### src/rtl/euler1_result_ascii.sv
`default_nettype none
// ----------------------------------------------------------------------------
// euler1_result_ascii : captures the 24-bit Problem 1 sum, converts it to BCD
// with a sequential double-dabble and streams ASCII digits (+ CR LF).
// Revision: 1.0
// ----------------------------------------------------------------------------
module euler1_result_ascii #(
  parameter int EMIT_EOL = 1
) (
  input  logic        clk,
  input  logic        reset,
  input  logic        results_valid,
  input  logic [23:0] results,
  output logic        char_valid,
  output logic [7:0]  char_data,
  input  logic        char_ready,
  output logic        busy,
  output logic        done
);

  typedef enum logic [1:0] {
    S_IDLE    = 2'd0,
    S_CONVERT = 2'd1,
    S_EMIT    = 2'd2,
    S_DONE    = 2'd3
  } state_t;

  typedef enum logic [1:0] {
    P_DIGIT = 2'd0,
    P_CR    = 2'd1,
    P_LF    = 2'd2
  } phase_t;

  localparam logic       HAS_EOL  = (EMIT_EOL != 0);
  localparam logic [7:0] ASCII_CR = 8'h0D;
  localparam logic [7:0] ASCII_LF = 8'h0A;

  state_t      state;
  phase_t      phase;
  logic        prev_valid;
  logic [23:0] bin;
  logic [31:0] bcd;
  logic [4:0]  iter;
  logic [2:0]  digit_idx;

  logic [31:0] bcd_adj;
  logic [55:0] shifted;
  logic [2:0]  lead_idx;
  logic [2:0]  next_idx;
  logic [3:0]  lead_digit;
  logic [3:0]  next_digit;
  logic        capture;
  logic        xfer;

  // One double-dabble step: add 3 to every nibble >= 5, then shift left.
  always_comb begin
    bcd_adj = '0;
    for (int i = 0; i < 8; i++) begin
      if (bcd[i*4 +: 4] >= 4'd5) bcd_adj[i*4 +: 4] = bcd[i*4 +: 4] + 4'd3;
      else                       bcd_adj[i*4 +: 4] = bcd[i*4 +: 4];
    end
    shifted = {bcd_adj, bin} << 1;
  end

  // Highest nonzero digit; stays 0 for a zero value so "0" is still sent.
  always_comb begin
    lead_idx = 3'd0;
    for (int i = 0; i < 8; i++) begin
      if (bcd[i*4 +: 4] != 4'd0) lead_idx = i[2:0];
    end
  end

  assign next_idx   = digit_idx - 3'd1;
  assign lead_digit = bcd[{lead_idx, 2'b00} +: 4];
  assign next_digit = bcd[{next_idx, 2'b00} +: 4];
  assign capture    = (state == S_IDLE) && results_valid && !prev_valid;
  assign xfer       = char_valid && char_ready;

  always_ff @(posedge clk) begin
    if (reset) begin
      state      <= S_IDLE;
      phase      <= P_DIGIT;
      prev_valid <= 1'b0;
      bin        <= '0;
      bcd        <= '0;
      iter       <= '0;
      digit_idx  <= '0;
      char_valid <= 1'b0;
      char_data  <= 8'h00;
      busy       <= 1'b0;
      done       <= 1'b0;
    end else begin
      prev_valid <= results_valid;
      case (state)
        S_IDLE: begin
          if (capture) begin
            // First iteration folded into capture: BCD is zero, so it is a pure shift.
            bcd   <= {31'd0, results[23]};
            bin   <= {results[22:0], 1'b0};
            iter  <= 5'd0;
            busy  <= 1'b1;
            state <= S_CONVERT;
          end
        end
        S_CONVERT: begin
          if (iter == 5'd23) begin
            digit_idx  <= lead_idx;
            phase      <= P_DIGIT;
            char_data  <= {4'h3, lead_digit};
            char_valid <= 1'b1;
            state      <= S_EMIT;
          end else begin
            bcd  <= shifted[55:24];
            bin  <= shifted[23:0];
            iter <= iter + 5'd1;
          end
        end
        S_EMIT: begin
          if (xfer) begin
            if (phase == P_DIGIT && digit_idx != 3'd0) begin
              digit_idx <= next_idx;
              char_data <= {4'h3, next_digit};
            end else if (phase == P_DIGIT && HAS_EOL) begin
              phase     <= P_CR;
              char_data <= ASCII_CR;
            end else if (phase == P_CR) begin
              phase     <= P_LF;
              char_data <= ASCII_LF;
            end else begin
              char_valid <= 1'b0;
              char_data  <= 8'h00;
              done       <= 1'b1;
              state      <= S_DONE;
            end
          end
        end
        S_DONE: begin
          done  <= 1'b0;
          busy  <= 1'b0;
          state <= S_IDLE;
        end
        default: state <= S_IDLE;
      endcase
    end
  end

endmodule
`default_nettype wire

### config.mk
export PLATFORM = sky130hd
export DESIGN_NAME = euler1_result_ascii
export DESIGN_NICKNAME = d
export VERILOG_FILES = /design/src/rtl/euler1_result_ascii.sv
export SDC_FILE = /design/constraint.sdc
export NUM_CORES = 1
export LEC_CHECK = 0
export ABC_AREA = 1
export ABC_CLOCK_PERIOD_IN_PS = 2200
export CAP_MARGIN = 0
export CORE_MARGIN = 2
export CORE_UTILIZATION = 53
export CTS_CLUSTER_DIAMETER = 60
export DETAILED_ROUTE_END_ITERATION = 12
export PLACE_DENSITY = 0.77
export SYNTH_ARGS = -nofsm -noshare
export SYNTH_HDL_FRONTEND = slang
export SYNTH_SLANG_ARGS = --single-unit
### constraint.sdc
create_clock -name clk -period 2.2 [get_ports clk]
set_clock_uncertainty 0.2 [all_clocks]
set_input_delay 0.33 -clock clk [delete_from_list [all_inputs] [get_ports clk]]
set_output_delay 0.33 -clock clk [all_outputs]
set_load 0.05 [all_outputs]
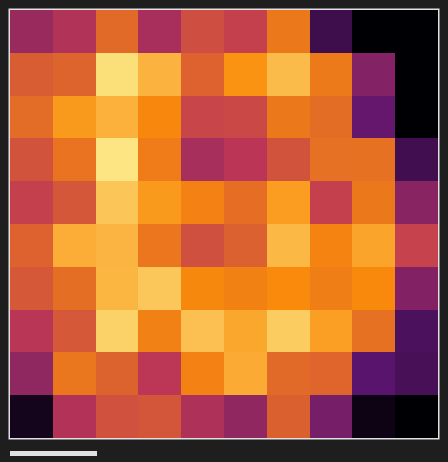
Figure 1: run 1, placement density heat map.
Scale bar: 20 um. The die is cut into 10 by 10 equal tiles; black is low, pale yellow is high, 0 to 100% covered.
emptiest ninth of the die: north-east
fullest tile: 94%
nearly empty tiles: 5.0%
mean over tiles: 58%
tiles over 75% full: 22%
fin util: 66.62%
FP Core Util: 54.35%
Core Region: 8636 um2

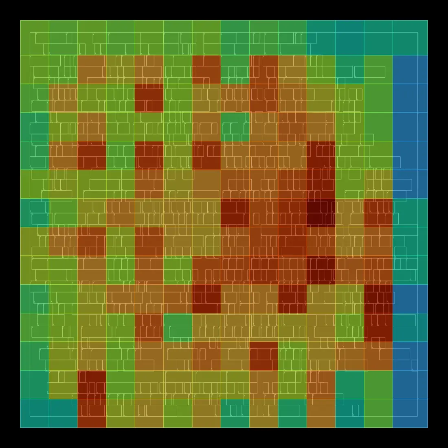
Figure 2: run 1, congestion heat map.
Wirelength per Cell: 14.85 um
met2 Resource Use GR: 46.58%
met1 usage: 33.38%

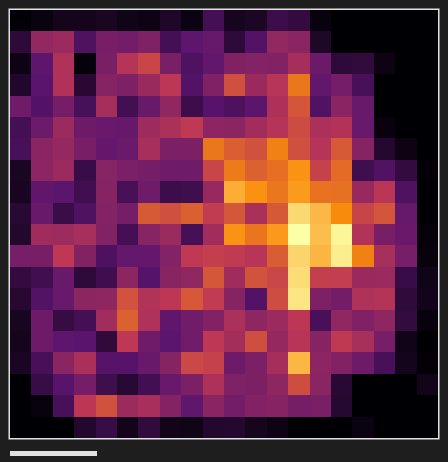
Figure 3: run 1, wiring heat map.
Scale bar: 20 um. The die is cut into 20 by 20 equal tiles; black is low, pale yellow is high, scaled to the fullest tile. Values are wire area over tile area, all layers added.
emptiest ninth of the die: north-east
densest ninth of the die: center
nearly empty tiles: 12%
fullest tile: 0.70
mean over tiles: 0.22
Routed WL: 12940 um
Tot GR Track Use: 26.73%
DR vias: 4967

-- run 1: repair_timing --
action | in CTS | in global routing
gates resized | 0 | 29
buffers inserted | 0 | 7
setup endpoints to repair | 0 | 33
-- run 1: worst paths after layout --
path | start | end | slack [ps] | depth (start not counted)
setup reg to reg | state[0] | char_data[0] | 50 | 11
setup / recovery | state[0] | char_data[0] | 50 | 11
hold / removal | bin[1] | bin[1] | 270 | 2
hold reg to reg | bin[1] | bin[1] | 270 | 2
-- run 1: worst min-delay path, stage by stage, from the launching register on --
cell	delay, ps
dfxtp_1	320
nand2_1	60
a21oi_1	50
-- run 1: layout make-up --
cell class,count,area (um2)
sequential,76,1528
clock buffer,10,127.6
timing repair buffer,83,810.8
clock inverter,6,47.55
fill,774,2883
inverter,79,299.0
multi-input combinational,509,2805
tap,108,135.1
-- run 1: logic make-up after synthesis --
logic type      share of synthesized area (%)
compound gates                          23.51
flops                                   32.42
buf+inv                                 10.02
simple gates                            25.75
xor+xnor                               0.7466
fa+ha+maj                               7.465
other cells                           0.07990
-- run 1: through the flow --
stage	hold slack (ps)	TNS [ps]	area (um2)
2_1_floorplan	240.1	0	4697
3_3_place_gp	253.1	0	5366
3_5_place_dp	257.6	0	5366
4_1_cts	270.2	0	5542
5_1_grt	279.4	-46.02	5753
6_report	269.4	0	5753
-- run 1: report_power, final --
group	internal (mW)	switching, mW	leakage (nW)
Clock	0.420	0.584	0.0872
Combinational	2.45	4.00	1.70
Sequential	1.79	0.302	0.624
Total	4.65	4.89	2.42
-- run 1: sequential cells by signal, indices dropped and copies added (netlist names) --
signal	flops
bcd	32
bin	23
busy	1
char_data	5
char_valid	1
digit_idx	3
done	1
iter	5
phase	2
prev_valid	1
state	2
==> ci_impl_report.md, run 1 <==
### Flow metrics

| Metric | Value |
|---|---|
| Peak VDD IR | 712.1 uV |
| HPWL after DPL | 9124 um |
| Critical-path maximum fanout | 5 |
| Syn_area_per_cell | 6.734 um2 |
| Clock latency on the worst-skew pair | 370 ps |
| Static leakage | 2.415 nW |
| P per Cell Area | 1658 nW/um2 |
| Longest Clk Path Bufs | 2 |
| Final Hold Fails | 0 |
| CP Launch Type | flop |
| Outcome | complete, no violations |
| Share of layout cells above drive strength 1 | 15.47% |
| Final period util | 97.69% |
| Number of library cell types mapped by synthesis | 41 |
| Busiest grt layer | met2 |
| Commonest Layout Cell | nand2_1 |
| Yosys Instances | 697 |
| Routed Antenna Nets | 0 |
| Pre-CTS setup slack | 16.59 ps |
| Final Worst Setup Slack | 50.81 ps |
| Clock Pin Slew Worst Setup and Hold Paths | 90 ps |
| Routed wl met2 | 6175 um |
| Nature of the critical path endpoint | flop |
| Aggregate global routing overflow | 0 |
| Synthesized instance count | 697 |
| Yosys reg bits | 76 |
| Met3 routed wirelength | 802 um |
| IO Port Bufs | 36 |
| Commonest non-fill, non-tap cells in the layout | 160 x nand2_1, 71 x a21oi_1, 71 x dfxtp_1 |
| Slowest stage delay, CP | 400 ps |
| Hold Buf Count CTS | 0 |
| Met1 WL | 5613 um |
Figure 4. Signal wires on met1 (run 1).
Scale bar: 20 um.
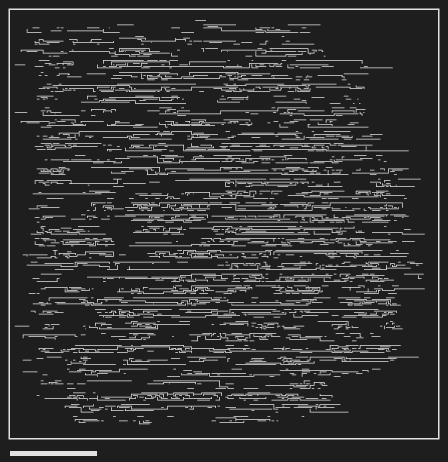

==> inputs of run 2 (changes only) <==
--- a/config.mk
+++ b/config.mk
@@ -9,10 +9,11 @@
 export ABC_CLOCK_PERIOD_IN_PS = 2200
 export CAP_MARGIN = 0
 export CORE_MARGIN = 2
-export CORE_UTILIZATION = 53
+export CORE_UTILIZATION = 58
 export CTS_CLUSTER_DIAMETER = 60
 export DETAILED_ROUTE_END_ITERATION = 12
-export PLACE_DENSITY = 0.77
+export DONT_BUFFER_PORTS = 1
+export PLACE_DENSITY = 0.76
 export SYNTH_ARGS = -nofsm -noshare
 export SYNTH_HDL_FRONTEND = slang
 export SYNTH_SLANG_ARGS = --single-unit
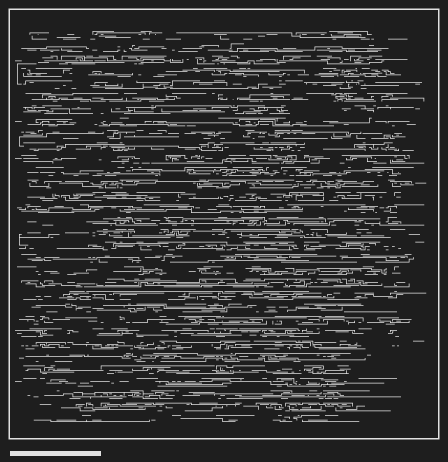
Figure 5: run 2, signal wires on met1.
Scale bar: 20 um.
main direction: horizontal
longest straight run: 29.9 um
nets with wire on the layer: 751
DR vias: 4954
met1 usage: 42.55%

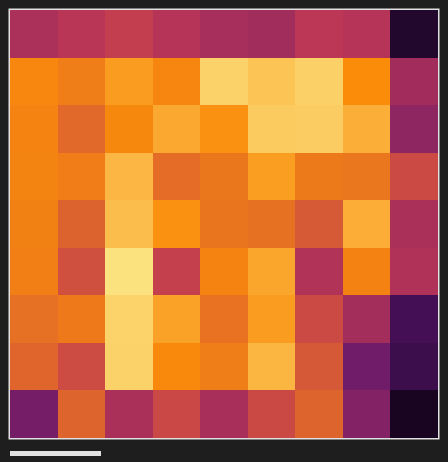
Figure 6: run 2, placement density heat map.
Scale bar: 20 um. The die is cut into 9 by 9 equal tiles; black is low, pale yellow is high, 0 to 100% covered.
tiles over 75% full: 27%
mean over tiles: 63%
fullest tile: 94%
emptiest ninth of the die: south-east
FP Core Util: 60.42%
fin util: 73.18%

==> run 2 against run 1 <==
  * Register-to-register slack better by 50 ps
  * Wire length is 1.7% higher
  * Cell count is 1.5% lower
  * Sequential cell count stayed put
  * Hold slack worse by 240 ps
  * Critical endpoint is now char_data[2]
==> ci_impl_report.md, run 2 <==
### Flow metrics

| Metric | Value |
|---|---|
| Synthesized instance count | 697 (unchanged) |
| Area fraction in compound gates | 23.51% (unchanged) |
| Commonest Layout Cell | nand2_1 |
| And+or+nand+nor area frac | 25.75% (unchanged) |
| Critical-path maximum fanout | 10 (+5) |
| Vias in the first global route | 4708 |
| Post-Synth Adder-Cell Area | 7.465% (unchanged) |
| IO Port Bufs | 0 (-100%) |
| Nature of the critical path endpoint | flop |
| Mux frac, synth | 0% (unchanged) |
| Commonest non-fill, non-tap cells in the layout | 161 x nand2_1, 72 x a21oi_1, 68 x dfxtp_1 |
| Final period util | 95.56% (-2.1 points) |
| Number of library cell types mapped by synthesis | 41 (unchanged) |
| Share of layout cells above drive strength 1 | 16.93% (+1.5 points) |
| Longest Clk Path Bufs | 2 (unchanged) |
| Xor+xnor area frac | 0.7465% (unchanged) |
| Core Region | 7767 um2 (-10%) |
| Post-CTS Setup Inserts | 0 (unchanged) |
| Wirelength per Cell | 15.33 um (+3.2%) |
| Final Total Pwr | 9.612 mW |
| Clock latency on the worst-skew pair | 370 ps (about the same) |
| CTS tree | built |
| Static leakage | 2.409 nW (-0.25%) |
| Yosys reg bits | 76 (unchanged) |
| Final Hold Fails | 0 (unchanged) |
| CP Launch Type | flop |
| HPWL after DPL | 8778 um (-3.8%) |
| Gates resized, CTS repair | 1 (+1) |
| Vias/cell | 5.774 |
| Number of flip-flops in the largest register | 32 (unchanged) |
| Slowest stage delay, CP | 350 ps (-50 ps) |
| Clock Pin Slew Worst Setup and Hold Paths | 90 ps (about the same) |
| FILL cells | 626 (-19%) |
| Routed WL | 13160 um (+1.7%) |
| Tot GR Track Use | 31.33% (+4.6 points) |
| Yosys Instances | 697 (unchanged) |
| Top Registers | bcd x32, bin x23 |
| Routed Antenna Nets | 0 (unchanged) |
| Largest Register | bcd |
| P per Cell Area | 1691 nW/um2 (+2.0%) |
| Clock root buffer | clkbuf_8 |
| Peak VDD IR | 671.2 uV (-5.7%) |
| Hold Buf Count CTS | 26 (+26) |
| Outcome | complete, no violations |
| Largest logic family | simple AND/OR/NAND/NOR gates |
| Hold_ws | 26.84 ps (-242.6 ps) |
| Synth area leader | dfxtp_1 |
[run 2: path summary, 6_finish.rpt]
path	startpoint	to	slack [ps]	depth (start not counted)
worst max-delay path	bcd[13]	char_data[2]	100	16
worst min-delay path	char_ready	done	30	4
worst max register to register	bcd[13]	char_data[2]	100	16
worst min register to register	iter[0]	iter[0]	250	1
[run 2: where the power goes]
part	internal, mW	leakage, nW	switching (mW)
clock	0.659	0.113	0.606
sequential	1.80	0.626	0.431
combinational	2.34	1.67	3.78
total	4.79	2.41	4.82
[run 2: per-layer routing]
metal	share of wire (%)	up-vias	wire, um	track usage, %
li1	-	2440	-	-
met1	46	2297	5988	42.55
met2	46	182	5987	49.17
met3	6.5	35	850	5.778
met4	2.5	0	331	12.32
met5	0	-	0	0
[run 2: stage by stage]
step           utilization [%]  setup WS, ps  area [um2]  TNS [ps]
6_report                 73.18         97.72        5684         0
5_1_grt                  73.18        -30.86        5684    -52.64
4_1_cts                  70.31         22.18        5461         0
3_5_place_dp             63.77         22.66        4954         0
3_3_place_gp             63.77         38.30        4954         0
2_1_floorplan                -         88.07        4697         0
[run 2: kinds of logic (layout without fill, tap and decap cells)]
family,Yosys count,in the layout
other,1,2
AND-OR/OR-AND,195,195
XOR/XNOR,4,4
buffers and inverters,114,172
flip-flops,76,76
adder cells (fa/ha/maj),28,28
AND/OR/NAND/NOR,279,279
[run 2: area by class of cell]
class | count | area, um2 | share of cell area [%]
clock inverters | 7 | 105.1 | 1.849
inverters | 79 | 304.0 | 5.349
flip-flops and latches | 76 | 1536 | 27.03
clock buffers | 9 | 123.9 | 2.179
repair buffers | 77 | 685.7 | 12.06
multi-input cells | 508 | 2801 | 49.28
well taps | 102 | 127.6 | 2.245
Power and IR drop assume default switching activity.
